### Routed metal, one color a layer, run 1

Two of the layers only.
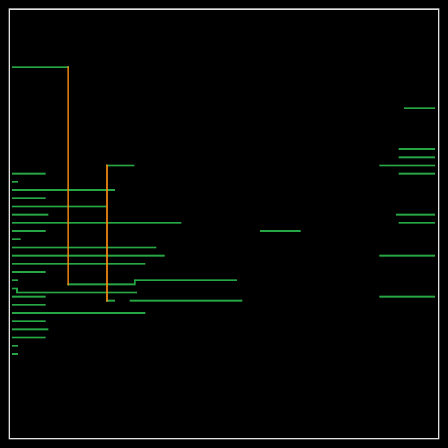
### Congestion heat map, run 1

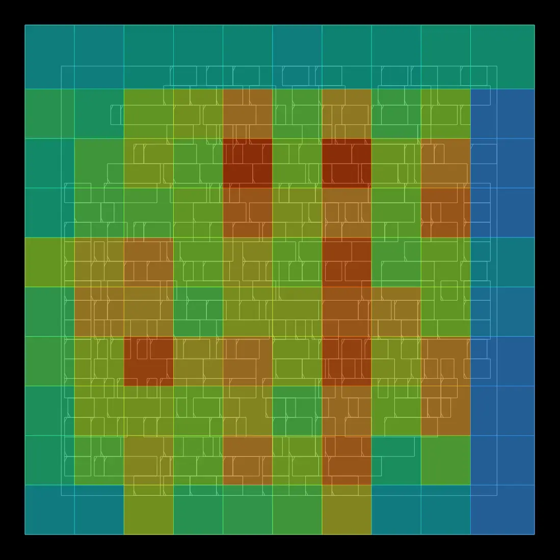
### Cell classes on the final placement, run 1

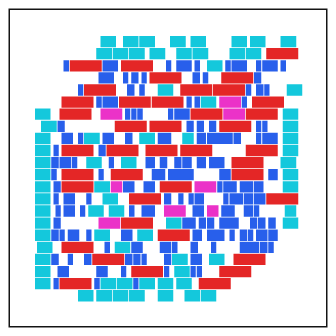
--- config.mk ---
export PLATFORM = sky130hd
export DESIGN_NAME = ram_arbiter
export DESIGN_NICKNAME = d
export VERILOG_FILES = /design/src/rtl/ram_arbiter.sv
export SDC_FILE = /design/constraint.sdc
export NUM_CORES = 1
export LEC_CHECK = 0
export CAP_MARGIN = 0
export CORE_MARGIN = 5
export CORE_UTILIZATION = 45
export DETAILED_ROUTE_END_ITERATION = 10
export GPL_ROUTABILITY_DRIVEN = 0
export PLACE_DENSITY = 0.84
export SKIP_LAST_GASP = 1
export SLEW_MARGIN = 0
export SYNTH_ARGS = -nofsm -noshare
export SYNTH_HDL_FRONTEND = slang
export SYNTH_SLANG_ARGS = --single-unit
--- constraint.sdc ---
create_clock -name clk -period 4.4 [get_ports clk]
set_clock_uncertainty 0.15 [all_clocks]
set_input_delay 0.44 -clock clk [delete_from_list [all_inputs] [get_ports clk]]
set_output_delay 0.44 -clock clk [all_outputs]
set_load 0.03 [all_outputs]
--- src/rtl/ram_arbiter.sv ---
// ----------------------------------------------------------------------------
// ram_arbiter
//
// Shares one single-port synchronous RAM (default 16x8) between the CPU
// control path and an external loader/debug port. Each access takes three
// cycles:
//   IDLE -> GRANT_x -> DONE_x -> IDLE
// The requester sees its ack pulse in the cycle after DONE_x. That cycle is
// an IDLE cycle, so a requester that keeps req high through its ack gets its
// next access started immediately. Read data is captured from the RAM at the
// end of DONE_x and so appears together with the ack.
//
// Optional build macro RAM_ARB_RR_EN:
//   defined   - ties go to whichever port was not the last owner
//               (round robin); the starvation counter is held at zero.
//   undefined - the CPU wins ties until the loader has lost STARVE_LIMIT
//               ties in a row; the loader then wins one tie.
//
// Ports:
//   clk, rst                     clock, synchronous active-high reset
//   cpu_req/we/addr/wdata        CPU request, held until cpu_ack
//   cpu_ack, cpu_rdata           completion pulse, read data (held)
//   cpu_stall                    cpu_req & ~cpu_ack (combinational)
//   ext_req/we/addr/wdata        loader request, held until ext_ack
//   ext_ack, ext_rdata           completion pulse, read data (held)
//   ram_ce_n, ram_we_n           RAM strobes, active-low
//   ram_addr, ram_wdata          RAM address / write data
//   ram_rdata                    RAM read data, one-cycle latency
// ----------------------------------------------------------------------------
module ram_arbiter #(
    parameter int ADDR_W       = 4,
    parameter int DATA_W       = 8,
    parameter int STARVE_LIMIT = 4
) (
    input  logic              clk,
    input  logic              rst,
    input  logic              cpu_req,
    input  logic              cpu_we,
    input  logic [ADDR_W-1:0] cpu_addr,
    input  logic [DATA_W-1:0] cpu_wdata,
    output logic              cpu_ack,
    output logic [DATA_W-1:0] cpu_rdata,
    output logic              cpu_stall,
    input  logic              ext_req,
    input  logic              ext_we,
    input  logic [ADDR_W-1:0] ext_addr,
    input  logic [DATA_W-1:0] ext_wdata,
    output logic              ext_ack,
    output logic [DATA_W-1:0] ext_rdata,
    output logic              ram_ce_n,
    output logic              ram_we_n,
    output logic [ADDR_W-1:0] ram_addr,
    output logic [DATA_W-1:0] ram_wdata,
    input  logic [DATA_W-1:0] ram_rdata
);

    typedef enum logic [2:0] {
        IDLE,
        GRANT_CPU,
        GRANT_EXT,
        DONE_CPU,
        DONE_EXT
    } state_t;

    localparam logic OWNER_CPU = 1'b0;
    localparam logic OWNER_EXT = 1'b1;

    state_t            state_reg;
    logic [3:0]        starve_cnt_reg;
    logic [3:0]        starve_cnt_next;
    logic              last_owner_reg;
    logic              acc_we_reg;      // direction of the access in flight
    logic              cpu_ack_reg;
    logic              ext_ack_reg;
    logic [DATA_W-1:0] cpu_rdata_reg;
    logic [DATA_W-1:0] ext_rdata_reg;
    logic              ram_ce_n_reg;
    logic              ram_we_n_reg;
    logic [ADDR_W-1:0] ram_addr_reg;
    logic [DATA_W-1:0] ram_wdata_reg;
    logic              grant_cpu;
    logic              grant_ext;

    // Arbitration decision; only acted upon while the FSM is in IDLE.
    always_comb begin
        grant_cpu       = 1'b0;
        grant_ext       = 1'b0;
        starve_cnt_next = '0;
        if (cpu_req && ext_req) begin
`ifdef RAM_ARB_RR_EN
            if (last_owner_reg == OWNER_CPU) begin
                grant_ext = 1'b1;
            end else begin
                grant_cpu = 1'b1;
            end
`else
            if (starve_cnt_reg == 4'(STARVE_LIMIT)) begin
                grant_ext = 1'b1;
            end else begin
                grant_cpu = 1'b1;
                // Saturate so a limit of 15 can never wrap back to zero.
                starve_cnt_next = (starve_cnt_reg == 4'hF) ? starve_cnt_reg
                                                            : starve_cnt_reg + 4'd1;
            end
`endif
        end else if (cpu_req) begin
            grant_cpu = 1'b1;
        end else if (ext_req) begin
            grant_ext = 1'b1;
        end
    end

    always_ff @(posedge clk) begin
        if (rst) begin
            state_reg      <= IDLE;
            starve_cnt_reg <= '0;
            last_owner_reg <= OWNER_CPU;
            acc_we_reg     <= 1'b0;
            cpu_ack_reg    <= 1'b0;
            ext_ack_reg    <= 1'b0;
            cpu_rdata_reg  <= '0;
            ext_rdata_reg  <= '0;
            ram_ce_n_reg   <= 1'b1;
            ram_we_n_reg   <= 1'b1;
            ram_addr_reg   <= '0;
            ram_wdata_reg  <= '0;
        end else begin
            cpu_ack_reg <= 1'b0;
            ext_ack_reg <= 1'b0;
            case (state_reg)
                IDLE: begin
                    starve_cnt_reg <= starve_cnt_next;
                    if (grant_cpu) begin
                        state_reg      <= GRANT_CPU;
                        last_owner_reg <= OWNER_CPU;
                        acc_we_reg     <= cpu_we;
                        ram_ce_n_reg   <= 1'b0;
                        ram_we_n_reg   <= ~cpu_we;
                        ram_addr_reg   <= cpu_addr;
                        ram_wdata_reg  <= cpu_wdata;
                    end else if (grant_ext) begin
                        state_reg      <= GRANT_EXT;
                        last_owner_reg <= OWNER_EXT;
                        acc_we_reg     <= ext_we;
                        ram_ce_n_reg   <= 1'b0;
                        ram_we_n_reg   <= ~ext_we;
                        ram_addr_reg   <= ext_addr;
                        ram_wdata_reg  <= ext_wdata;
                    end
                end
                GRANT_CPU: begin
                    state_reg    <= DONE_CPU;
                    ram_ce_n_reg <= 1'b1;
                    ram_we_n_reg <= 1'b1;
                end
                GRANT_EXT: begin
                    state_reg    <= DONE_EXT;
                    ram_ce_n_reg <= 1'b1;
                    ram_we_n_reg <= 1'b1;
                end
                DONE_CPU: begin
                    state_reg   <= IDLE;
                    cpu_ack_reg <= 1'b1;
                    if (!acc_we_reg) begin
                        cpu_rdata_reg <= ram_rdata;
                    end
                end
                DONE_EXT: begin
                    state_reg   <= IDLE;
                    ext_ack_reg <= 1'b1;
                    if (!acc_we_reg) begin
                        ext_rdata_reg <= ram_rdata;
                    end
                end
                default: state_reg <= IDLE;
            endcase
        end
    end

    assign cpu_ack   = cpu_ack_reg;
    assign ext_ack   = ext_ack_reg;
    assign cpu_rdata = cpu_rdata_reg;
    assign ext_rdata = ext_rdata_reg;
    assign ram_ce_n  = ram_ce_n_reg;
    assign ram_we_n  = ram_we_n_reg;
    assign ram_addr  = ram_addr_reg;
    assign ram_wdata = ram_wdata_reg;
    assign cpu_stall = cpu_req & ~cpu_ack_reg;

endmodule

==> impl_metrics.csv, run 1 <==
group,metric,value,unit
run_status,run_status,"finished, final reports clean",
floorplan,die_height,71.0,um
synthesis,synthCells,194,
cells_and_area,num_antenna_cells,0,
final_timing,finalCritPeriodShare,0.569,
synthesis,synth_cell_types,39,
clock_tree,clk_latency,0.29,ns
min_path,min-delay-start,"ext_rdata[5]",
worst_setup_path,crit_required,3.81,ns
detailed_routing,drt-met1-wl,1610,um
clock_tree,post-cts-setup-buffers,0,
detailed_routing,first_pass_iters,4,
min_path,min_path_cells,2,
job,drv_cap,0,
synthesis,ys_ff,40,
cells_and_area,area_dominant_class,"registers",
cells_and_area,clkbuf_count,6,
cells_and_area,clk_share,0.0393,
cells_and_area,lay_top_cells,"70 x clkdlybuf4s50_1, 40 x dfxtp_1, 32 x nand2_1, 23 x a21oi_1, 22 x nor2_1",
job,tool_warnings,27,
floorplan,die_w,71.0,um
synthesis,syn-cell-area,1680,um2
synthesis,yosys-stat-area,1680,um2
power,power_frac_comb,0.295,
final_timing,rsz0062_at_grt,"false",
worst_setup_path,r2r_slack,2.45,ns
detailed_routing,top_layer,"met4",
min_path,hold_class,"register to register",
min_path,whs_endpoint,"ext_rdata[5]",
grt,use_met1,0.178,
power,power_density,391,nW/um2
cells_and_area,buf_share,0.288,
grt,use_met3,0.0753,
grt,busiest_layer,"met2",
final_timing,setup_ws,1.90,ns
clock_tree,clock-sinks,40,
synthesis,ys_warn_count,0,
worst_setup_path,r2r_end,"ram_we_n",
synthesis,syn_avg_cell_area,8.64,um2
clock_tree,cts_hold_buf,0,
detailed_routing,routed-wl-met3,360,um
power,power_switching,0.314,mW
floorplan,chipArea,5040,um2
worst_setup_path,start_kind,"input pin",
power,clkPwrFrac,0.264,
cells_and_area,utilization,0.683,
detailed_routing,routed-wl-met2,1970,um
worst_setup_path,reg2regPathDepth,4,
grt,grt_pass1_wl,6560,um
grt,antenna_found_initial,0,
About 'Routed metal, one color a layer':
| color | layer | wire length |
|---|---|---|
| orange | metal 4 | 58.5 um |
| green | metal 3 | 360 um |
Detailed Route WL: 3990 um
via count: 1,536

About 'Congestion heat map':
Overall Global Routing Usage: 0.165
met2 usage: 0.277

About 'Cell classes on the final placement':
| color | class | cells |
|---|---|---|
| magenta | clock drivers and dummy loads | 8 |
| cyan | other buffers and delay cells | 72 |
| red | flops | 40 |
| blue | combinational and other logic | 140 |
Design Area, Final: 2480 um2
flop share of the area: 0.323

[run 1: synth_stat cells (2+ instances only)]
cell | n | area share
nor3_1 | 4 | 0.012
a21oi_1 | 23 | 0.069
or4_1 | 2 | 0.0090
dfxtp_1 | 40 | 0.48
nor4bb_1 | 2 | 0.012
nor2_1 | 22 | 0.049
buf_4 | 2 | 0.0090
nand3_1 | 3 | 0.0090
inv_1 | 3 | 0.0067
mux2i_1 | 8 | 0.048
ha_1 | 2 | 0.015
and2_1 | 2 | 0.0075
clkbuf_1 | 5 | 0.011
nand2b_1 | 2 | 0.0075
nand2_1 | 32 | 0.072
nor4_1 | 3 | 0.011
nor2b_1 | 2 | 0.0075
a211oi_1 | 12 | 0.054
buf_2 | 5 | 0.015
[run 1: stage by stage]
step | hold WS (ns) | total power [mW] | instances | cell area [um2]
floorplan | 0.324 | 0.609 | 194 | 1680
global placement | 0.284 | 0.719 | 300 | 2380
detailed placement | 0.298 | 0.723 | 300 | 2380
CTS | 0.309 | 0.979 | 308 | 2480
global route | 0.333 | 1.02 | 308 | 2480
finish | 0.307 | 0.970 | 308 | 2480
[run 1: power groups by stage]
stage	combinational, mW	sequential, mW	clock (mW)
3_5_place_dp	0.288	0.435	0
4_1_cts	0.289	0.427	0.262
2_1_floorplan	0.124	0.485	0
6_report	0.286	0.427	0.256
3_3_place_gp	0.285	0.434	0
5_1_grt	0.312	0.433	0.274
[run 1: critical path, cell delays in order]
cell,delay (ns)
clkdlybuf4s50_1,0.63
nor2b_1,0.17
clkdlybuf4s50_1,0.67
[run 1: cells by family after synthesis]
family	after synthesis	synth area share
simple gates	79	0.226
flops	40	0.478
fa+ha+maj	2	0.0149
compound gates	46	0.171
mux	9	0.0545
xor+xnor	1	0.00523
buf+inv	17	0.0508
## Run 2: what changed since run 1
Settings changed: CORE_UTILIZATION 45 to 38, PLACE_DENSITY 0.84 to 0.76.
Clock period 4.4 ns to 2 ns, I/O delays scaled along.
==> run 2 against run 1 <==
Design area up 1.4%. Register-to-register slack lost 2.2 ns. Sequential share of layout area down 0.43 points. Clock power increased by 120%. Via count grew 2.3%. Synthesized cell count unchanged. Die size is 16% higher. Critical path type is now register to register. Largest cell class unchanged. Largest power group unchanged. Highest routed layer unchanged.
==> impl_metrics.csv, run 2 <==
group,metric,value,unit
clock_tree,cts_hold_buf,0,
power,p_total,2.15,mW
worst_setup_path,start_kind,"register",
grt,antenna_found_initial,0,
power,power_density,855,nW/um2
final_timing,hold_ws,0.307,ns
synthesis,synthCells,194,
job,drv_cap,0,
floorplan,chipArea,5840,um2
worst_setup_path,crit_required,2.07,ns
synthesis,synth.most_common_cell,"dfxtp_1",
synthesis,synth_cell_types,39,
synthesis,ys_ff,40,
worst_setup_path,crit_chain,"or4_1, nor4_1, o2bb2ai_1",
min_path,min_path_cells,3,
cells_and_area,layout.cells.non_filler,316,
synthesis,ys_warn_count,0,
cells_and_area,final_nets,303,
synthesis,yosys-top-cells-count,"40 x dfxtp_1, 32 x nand2_1, 23 x a21oi_1, 22 x nor2_1, 12 x a211oi_1",
min_path,whs_endpoint,"ram_addr[0]",
worst_setup_path,r2r_end,"starve_cnt_reg[3]",
worst_setup_path,timing.critical_path.buf_inv,0,
synthesis,area_leaders,"dfxtp_1 48%, nand2_1 7.2%, a21oi_1 6.9%, a211oi_1 5.4%, nor2_1 4.9%",
synthesis,top_area_cell,"dfxtp_1",
synthesis,syn-cell-area,1680,um2
placed_design,place_area,2420,um2
run_status,run_status,"finished, final reports clean",
final_timing,rsz0062_at_grt,"false",
clock_tree,clock-sinks,40,
final_timing,relSlewSlack,0.732,
grt,grt_pass1_vias,1578,
min_path,min-delay-start,"ext_addr[0]",
clock_tree,post-cts-setup-buffers,0,
cells_and_area,num_antenna_cells,0,
cells_and_area,lay_top_cells,"69 x clkdlybuf4s50_1, 40 x dfxtp_1, 32 x nand2_1, 23 x a21oi_1, 22 x nor2_1",
synthesis,syn-num-nets,234,
final_timing,setup_ws,0.261,ns
cells_and_area,utilization,0.582,
min_path,hold_class,"input pin to register",
clock_tree,clk_latency,0.29,ns
detailed_routing,first_pass_iters,4,
worst_setup_path,max_stage_delay,0.58,ns
synthesis,syn_avg_cell_area,8.64,um2
placed_design,dp_cells,308,
worst_setup_path,cp_top_family,"simple AND/OR/NAND/NOR gates",
cells_and_area,finalInstanceArea,2510,um2
synthesis,yosys-stat-area,1680,um2
grt,grt_max_degree,40,
worst_setup_path,r2r_slack,0.26,ns
worst_setup_path,critPathSlowestCell,"or4_1",
## run 2: worst max path at each step
stage	startpoint	end	slack, ns	cells past startpoint
2_1_floorplan	starve_cnt_reg[0]	ram_wdata[1]	0.41	7
4_1_cts	starve_cnt_reg[0]	ram_wdata[1]	0.15	6
5_1_grt	starve_cnt_reg[0]	ram_wdata[0]	0.06	6
6_report	state_reg[2]	starve_cnt_reg[3]	0.26	3
3_5_place_dp	cpu_req	ram_addr[1]	0.02	4
3_3_place_gp	cpu_req	starve_cnt_reg[1]	0.05	5
## run 2: logic make-up (layout without fill, tap and decap cells)
group / after synthesis / after routing / share of synthesized area
muxes: 9 / 9 / 0.0545
xor gates and xnor gates: 1 / 1 / 0.00523
adders and majority gates: 2 / 2 / 0.0149
buffers and inverters: 17 / 87 / 0.0508
DFF: 40 / 40 / 0.478
AOI/OAI and AO/OA: 46 / 46 / 0.171
and+or+nand+nor: 79 / 79 / 0.226
## run 2: area by class of cell
cell class / instances / area [um2] / area share
Inverter: 3 / 11.3 / 0.00448
Clock inverter: 2 / 15.0 / 0.00597
Timing Repair Buffer: 76 / 743 / 0.296
Tap cell: 52 / 65.1 / 0.0259
Sequential cell: 40 / 801 / 0.318
Clock buffer: 6 / 82.6 / 0.0328
Multi-Input combinational cell: 137 / 797 / 0.317
## run 2: worst register-to-register path: stages, from the launching register on
cell and delay (ns):
dfxtp_1 0.42, or4_1 0.58, nor4_1 0.35, o2bb2ai_1 0.16
## run 2: per-layer routing
layer / GRT usage / share of wire
met1: 0.160 / 0.42
met2: 0.243 / 0.46
met3: 0.0780 / 0.11
met4: 0.0262 / 0.0029
met5: 0 / 0
## run 2: where the power goes
group	switching [mW]	total (mW)	internal, mW
clock	0.280	0.560	0.279
combinational	0.348	0.648	0.300
sequential	0.0636	0.941	0.878
total	0.692	2.15	1.46
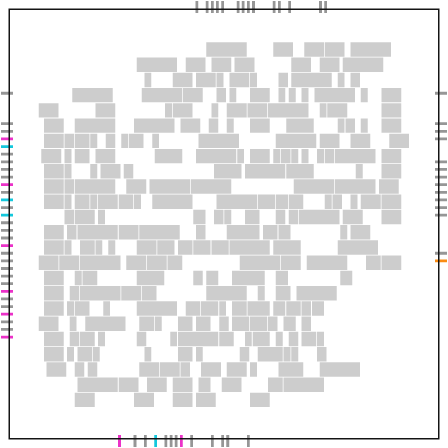
*Pin map, run 2*
Pins as bars across the die edge, other pins in gray.
| color | port | pins | direction | edge |
|---|---|---|---|---|
| orange | cpu_stall | 1 | output | right |
| magenta | cpu_wdata | 8 | input | 6 left, 2 bottom |
| cyan | ext_addr | 4 | input | 3 left, 1 bottom |
all pins by edge: 30 left, 14 right, 14 top, 13 bottom
Die Wd: 76.4 um
die span in y: 76.4 um

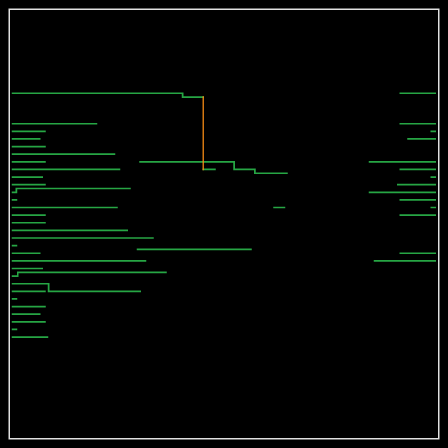
*Routed metal, one color a layer, run 2*
Two of the layers only.
| color | layer | wire length |
|---|---|---|
| green | metal 3 | 472 um |
| orange | metal 4 | 12.9 um |
via count: 1,572
Detailed Route WL: 4150 um
Overall Global Routing Usage: 0.144
Avg WL per Cell: 13.1 um

No activity file was given, so power comes from the tool's default toggle rates.
